**config.mk**
```make
export PLATFORM = sky130hd
export DESIGN_NAME = count_sampler
export DESIGN_NICKNAME = d
export VERILOG_FILES = /design/src/rtl/count_pkg.sv /design/src/rtl/rel_edge_counter.sv /design/src/rtl/count_sampler.sv
export SDC_FILE = /design/constraint.sdc
export NUM_CORES = 1
export LEC_CHECK = 0
export CORE_MARGIN = 8
export CORE_UTILIZATION = 40
export CTS_BUF_LIST = sky130_fd_sc_hd__clkbuf_4
export DETAILED_ROUTE_END_ITERATION = 10
export PLACE_DENSITY = 0.63
export SETUP_SLACK_MARGIN = 0.15
export SYNTH_ARGS = -nofsm -noshare
export SYNTH_HDL_FRONTEND = slang
export SYNTH_SLANG_ARGS = --single-unit
```
**constraint.sdc**
```tcl
create_clock -name clk -period 1.95 [get_ports clk]
set_input_delay 0.39 -clock clk [delete_from_list [all_inputs] [get_ports clk]]
set_output_delay 0.39 -clock clk [all_outputs]
set_load 0.01 [all_outputs]
```
**src/rtl/count_pkg.sv**
```systemverilog
// ============================================================================
// count_pkg : types shared by the count_sampler slice and the counter stage.
// Rev 1.0
// ============================================================================
`default_nettype none

package count_pkg;

  localparam int COUNT_W = 16;

  typedef enum logic [1:0] {
    IDLE    = 2'd0,
    ENABLE  = 2'd1,
    CAPTURE = 2'd2,
    PRESENT = 2'd3
  } sampler_state_t;

  typedef struct packed {
    logic [COUNT_W-1:0] wrap;
    logic [COUNT_W-1:0] q;
  } sample_word_t;

endpackage

`default_nettype wire

```
**src/rtl/rel_edge_counter.sv**
```systemverilog
// ============================================================================
// rel_edge_counter : counts rising edges of the counter wrap pulse (epoch).
// Optional sticky overflow flag under COUNT_SAMPLER_OVF_STICKY_EN.
// Rev 1.0
// ============================================================================
`default_nettype none

module rel_edge_counter
  import count_pkg::*;
#(
  parameter int WRAP_W = COUNT_W
) (
  input  logic              clk,
  input  logic              reset,
  input  logic              rel,
`ifdef COUNT_SAMPLER_OVF_STICKY_EN
  input  logic              ovf_clr,
  output logic              ovf,
`endif
  output logic [WRAP_W-1:0] wrap_cnt
);

  logic              rel_d_q;
  logic              rel_rise;
  logic [WRAP_W-1:0] wrap_cnt_q;
  logic [WRAP_W-1:0] wrap_cnt_d;

  always_comb begin
    rel_rise   = rel & ~rel_d_q;
    wrap_cnt_d = wrap_cnt_q + WRAP_W'(rel_rise);
  end

  always_ff @(posedge clk or posedge reset) begin
    if (reset) begin
      rel_d_q    <= 1'b0;
      wrap_cnt_q <= '0;
    end else begin
      rel_d_q    <= rel;
      wrap_cnt_q <= wrap_cnt_d;
    end
  end

  assign wrap_cnt = wrap_cnt_q;

`ifdef COUNT_SAMPLER_OVF_STICKY_EN
  logic ovf_q;
  logic ovf_d;

  // A wrap on the same edge as a clear must not be lost.
  always_comb begin
    ovf_d = ovf_q;
    if (ovf_clr) begin
      ovf_d = 1'b0;
    end
    if (rel_rise && (&wrap_cnt_q)) begin
      ovf_d = 1'b1;
    end
  end

  always_ff @(posedge clk or posedge reset) begin
    if (reset) begin
      ovf_q <= 1'b0;
    end else begin
      ovf_q <= ovf_d;
    end
  end

  assign ovf = ovf_q;
`endif

endmodule

`default_nettype wire

```
**src/rtl/count_sampler.sv**
```systemverilog
// ============================================================================
// count_sampler : enables the counter bus on request, captures {wrap, q} and
// presents it on a valid/ready port. Option: COUNT_SAMPLER_OVF_STICKY_EN.
// Rev 1.0
// ============================================================================
`default_nettype none

module count_sampler
  import count_pkg::*;
#(
  parameter int Q_W        = COUNT_W,
  parameter int WRAP_W     = 16,
  parameter int SETTLE_CYC = 1
) (
  input  logic                  clk,
  input  logic                  reset,
  input  logic [Q_W-1:0]        q_bus,
  input  logic                  rel,
  output logic                  n_op_en,
  input  logic                  sample_req,
  output logic                  busy,
  output logic [WRAP_W+Q_W-1:0] data_out,
  output logic                  data_valid,
`ifdef COUNT_SAMPLER_OVF_STICKY_EN
  input  logic                  ovf_clr,
  output logic                  ovf,
`endif
  input  logic                  data_ready
);

  localparam logic [3:0] SETTLE_LOAD = 4'(SETTLE_CYC - 1);

  logic [WRAP_W-1:0] wrap_cnt;

  rel_edge_counter #(
    .WRAP_W (WRAP_W)
  ) u_rel_edge_counter (
    .clk      (clk),
    .reset    (reset),
    .rel      (rel),
`ifdef COUNT_SAMPLER_OVF_STICKY_EN
    .ovf_clr  (ovf_clr),
    .ovf      (ovf),
`endif
    .wrap_cnt (wrap_cnt)
  );

  sampler_state_t            state_q, state_d;
  logic [3:0]                settle_q, settle_d;
  logic                      n_op_en_q, n_op_en_d;
  logic                      busy_q, busy_d;
  logic                      valid_q, valid_d;
  logic [WRAP_W+Q_W-1:0]     data_q, data_d;

  // Outputs are computed for the state being entered so they stay registered.
  always_comb begin
    state_d   = state_q;
    settle_d  = settle_q;
    n_op_en_d = n_op_en_q;
    busy_d    = busy_q;
    valid_d   = valid_q;
    data_d    = data_q;
    case (state_q)
      IDLE: begin
        if (sample_req) begin
          state_d   = ENABLE;
          settle_d  = SETTLE_LOAD;
          n_op_en_d = 1'b0;
          busy_d    = 1'b1;
        end
      end
      ENABLE: begin
        if (settle_q == 4'd0) begin
          state_d = CAPTURE;
        end else begin
          settle_d = settle_q - 4'd1;
        end
      end
      CAPTURE: begin
        data_d    = {wrap_cnt, q_bus};
        valid_d   = 1'b1;
        n_op_en_d = 1'b1;
        state_d   = PRESENT;
      end
      PRESENT: begin
        if (data_ready) begin
          valid_d = 1'b0;
          busy_d  = 1'b0;
          state_d = IDLE;
        end
      end
      default: begin
        state_d   = IDLE;
        n_op_en_d = 1'b1;
        busy_d    = 1'b0;
        valid_d   = 1'b0;
      end
    endcase
  end

  always_ff @(posedge clk or posedge reset) begin
    if (reset) begin
      state_q   <= IDLE;
      settle_q  <= 4'd0;
      n_op_en_q <= 1'b1;
      busy_q    <= 1'b0;
      valid_q   <= 1'b0;
      data_q    <= '0;
    end else begin
      state_q   <= state_d;
      settle_q  <= settle_d;
      n_op_en_q <= n_op_en_d;
      busy_q    <= busy_d;
      valid_q   <= valid_d;
      data_q    <= data_d;
    end
  end

  assign n_op_en    = n_op_en_q;
  assign busy       = busy_q;
  assign data_valid = valid_q;
  assign data_out   = data_q;

endmodule

`default_nettype wire

```
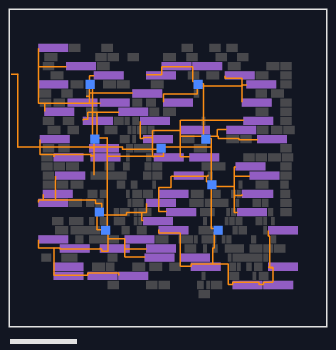
Fig. 1. Clock network drawn from the DEF.
The bar under the picture is 20 um long.
[purple] flip-flops | count: 58
[orange] clock wires | length: 755 um
[blue] clock-net drivers | count: 9
routed clock nets: 10
Fin Clk Skew: 10.6 ps
Clk pwr share: 19.0%
Latency at later pin: 380 ps
clk pwr: 0.000809 W

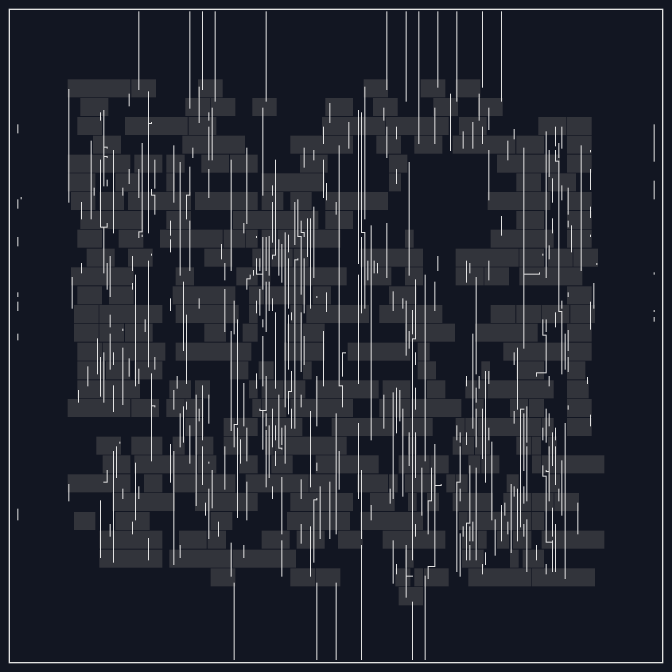
Fig. 2. M2 wires.
Cells faint in the background.
nets with wire on the layer: 259
main direction: vertical
wire length on this layer: 2280 um
M2 GR Usage: 18.0%
Post-Route WL: 4.88 mm
Vias: 1660

==> results.toml <==
# yosys + openroad results
[final_layout]
final_nets = 290

[pwr]
p_leak_nw = 1.52
irDropWorstVdd_mv = 0.799

[floorplanning]
fp.dieW_um = 94.3
num_rows = 28
dieHeight_um = 94.3
initCoreUtil_pct = 41.4

[global_routing]
grt_pass1_wl_mm = 8.20

[outcome]
outcome = "complete, no violations"

[placement]
dp_hpwl_mm = 3.51
routabilityCongestion = 0.786

[setup_path]
r2r-end = "state_q[1]"
end_kind = "flop"
rr_worst_depth = 5

[synth]
synth_seq_share_pct = 59.3
postSynth.asyncResetShare_pct = 100
synth_flops = 58

[hold_path]
min_from = "rel"

[detailed_routing]
drtAntennaViolNets = 0

[clock_network]
cts_buffer_depth = 2
## cells by family (layout without fill, tap and decap cells)
family | Yosys count | in the layout | synth area share (%)
multiplexers | 35 | 35 | 16.0
XOR/XNOR | 14 | 14 | 5.00
buffers and inverters | 15 | 94 | 2.50
AND-OR/OR-AND | 14 | 14 | 3.62
adder cells (fa/ha/maj) | 9 | 9 | 4.59
AND/OR/NAND/NOR | 41 | 41 | 9.04
flip-flops | 58 | 58 | 59.3
## worst max-delay path by stage
stage / startpoint / to / slack [ps] / cells after the start
2_1_floorplan: rel / u_rel_edge_counter.wrap_cnt[14] / 270 / 7
3_3_place_gp: rel / u_rel_edge_counter.wrap_cnt[14] / -270 / 8
3_5_place_dp: rel / u_rel_edge_counter.wrap_cnt[10] / -330 / 8
4_1_cts: settle_q[0] / state_q[1] / 160 / 5
5_1_grt: u_rel_edge_counter.rel_d_q / u_rel_edge_counter.wrap_cnt[12] / 120 / 7
6_report: settle_q[0] / state_q[1] / 210 / 5
## report_power, final
part           switching [W]  total (W)  internal [W]
Sequential          0.000232    0.00178       0.00155
Clock               0.000433   0.000809      0.000376
Combinational       0.000675    0.00167      0.000990
## per-stage QoR
step / util (%) / cells / setup TNS [ps] / hold slack [ps]
after detailed placement: 53.6 / 321 / -1870 / 466
after floorplan: - / 186 / 0 / 421
after global routing: 57.2 / 340 / 0 / 225
after CTS: 56.8 / 339 / 0 / 228
after global placement: 53.6 / 321 / -1420 / 460
final: 57.2 / 340 / 0 / 260
## layout by cell type (no fill, tap or decap), types with 3 or more instances in the layout
cell	Yosys	layout
a22o_1	3	3
buf_4	0	11
dfrtp_1	57	57
xnor2_1	7	7
clkinv_2	0	3
nand2_1	10	10
xor2_1	7	7
clkbuf_4	0	9
ha_4	0	3
inv_1	10	9
nor2_1	10	8
ha_1	9	6
nand3_1	6	6
clkdlybuf4s50_1	0	53
o21ai_0	5	5
mux2_2	32	32
## metal layers
layer / GRT usage, % / up-vias / wire length, um
li1: - / 790 / -
met1: 14.1 / 819 / 2130
met2: 18.0 / 46 / 2280
met3: 5.04 / 5 / 420
met4: 5.94 / 0 / 48
met5: 0 / - / 0
## state kept, by name, indices dropped and copies added (netlist names)
register,flops
data_out,32
n_op_en,1
u_rel_edge_counter.wrap_cnt,16
u_rel_edge_counter.rel_d_q,1
state_q,2
settle_q,4
data_valid,1
busy,1
## critical path, stage by stage, from the launching register on
cell and delay [ps]:
dfrtp_1 410, inv_1 130, ha_4 160, or3b_4 410, a21oi_4 190, mux2_1 330
## what timing repair did
action | 4_1_cts | 5_1_grt
setup buffers | 2 | 1
setup endpoints to repair | 6 | 2
pin swaps | 3 | 2
endpoints found under the hold margin | 0 | 0
gates resized | 12 | 2
## cell type report
type | instances | area share (%)
Timing Repair Buffer | 68 | 19.8
Multi-Input combinational cell | 113 | 29.6
Tap cell | 75 | 2.77
Sequential cell | 58 | 42.9
Clock buffer | 9 | 1.99
Inverter | 10 | 1.22
Clock inverter | 7 | 1.77
Power and IR drop assume default switching activity.
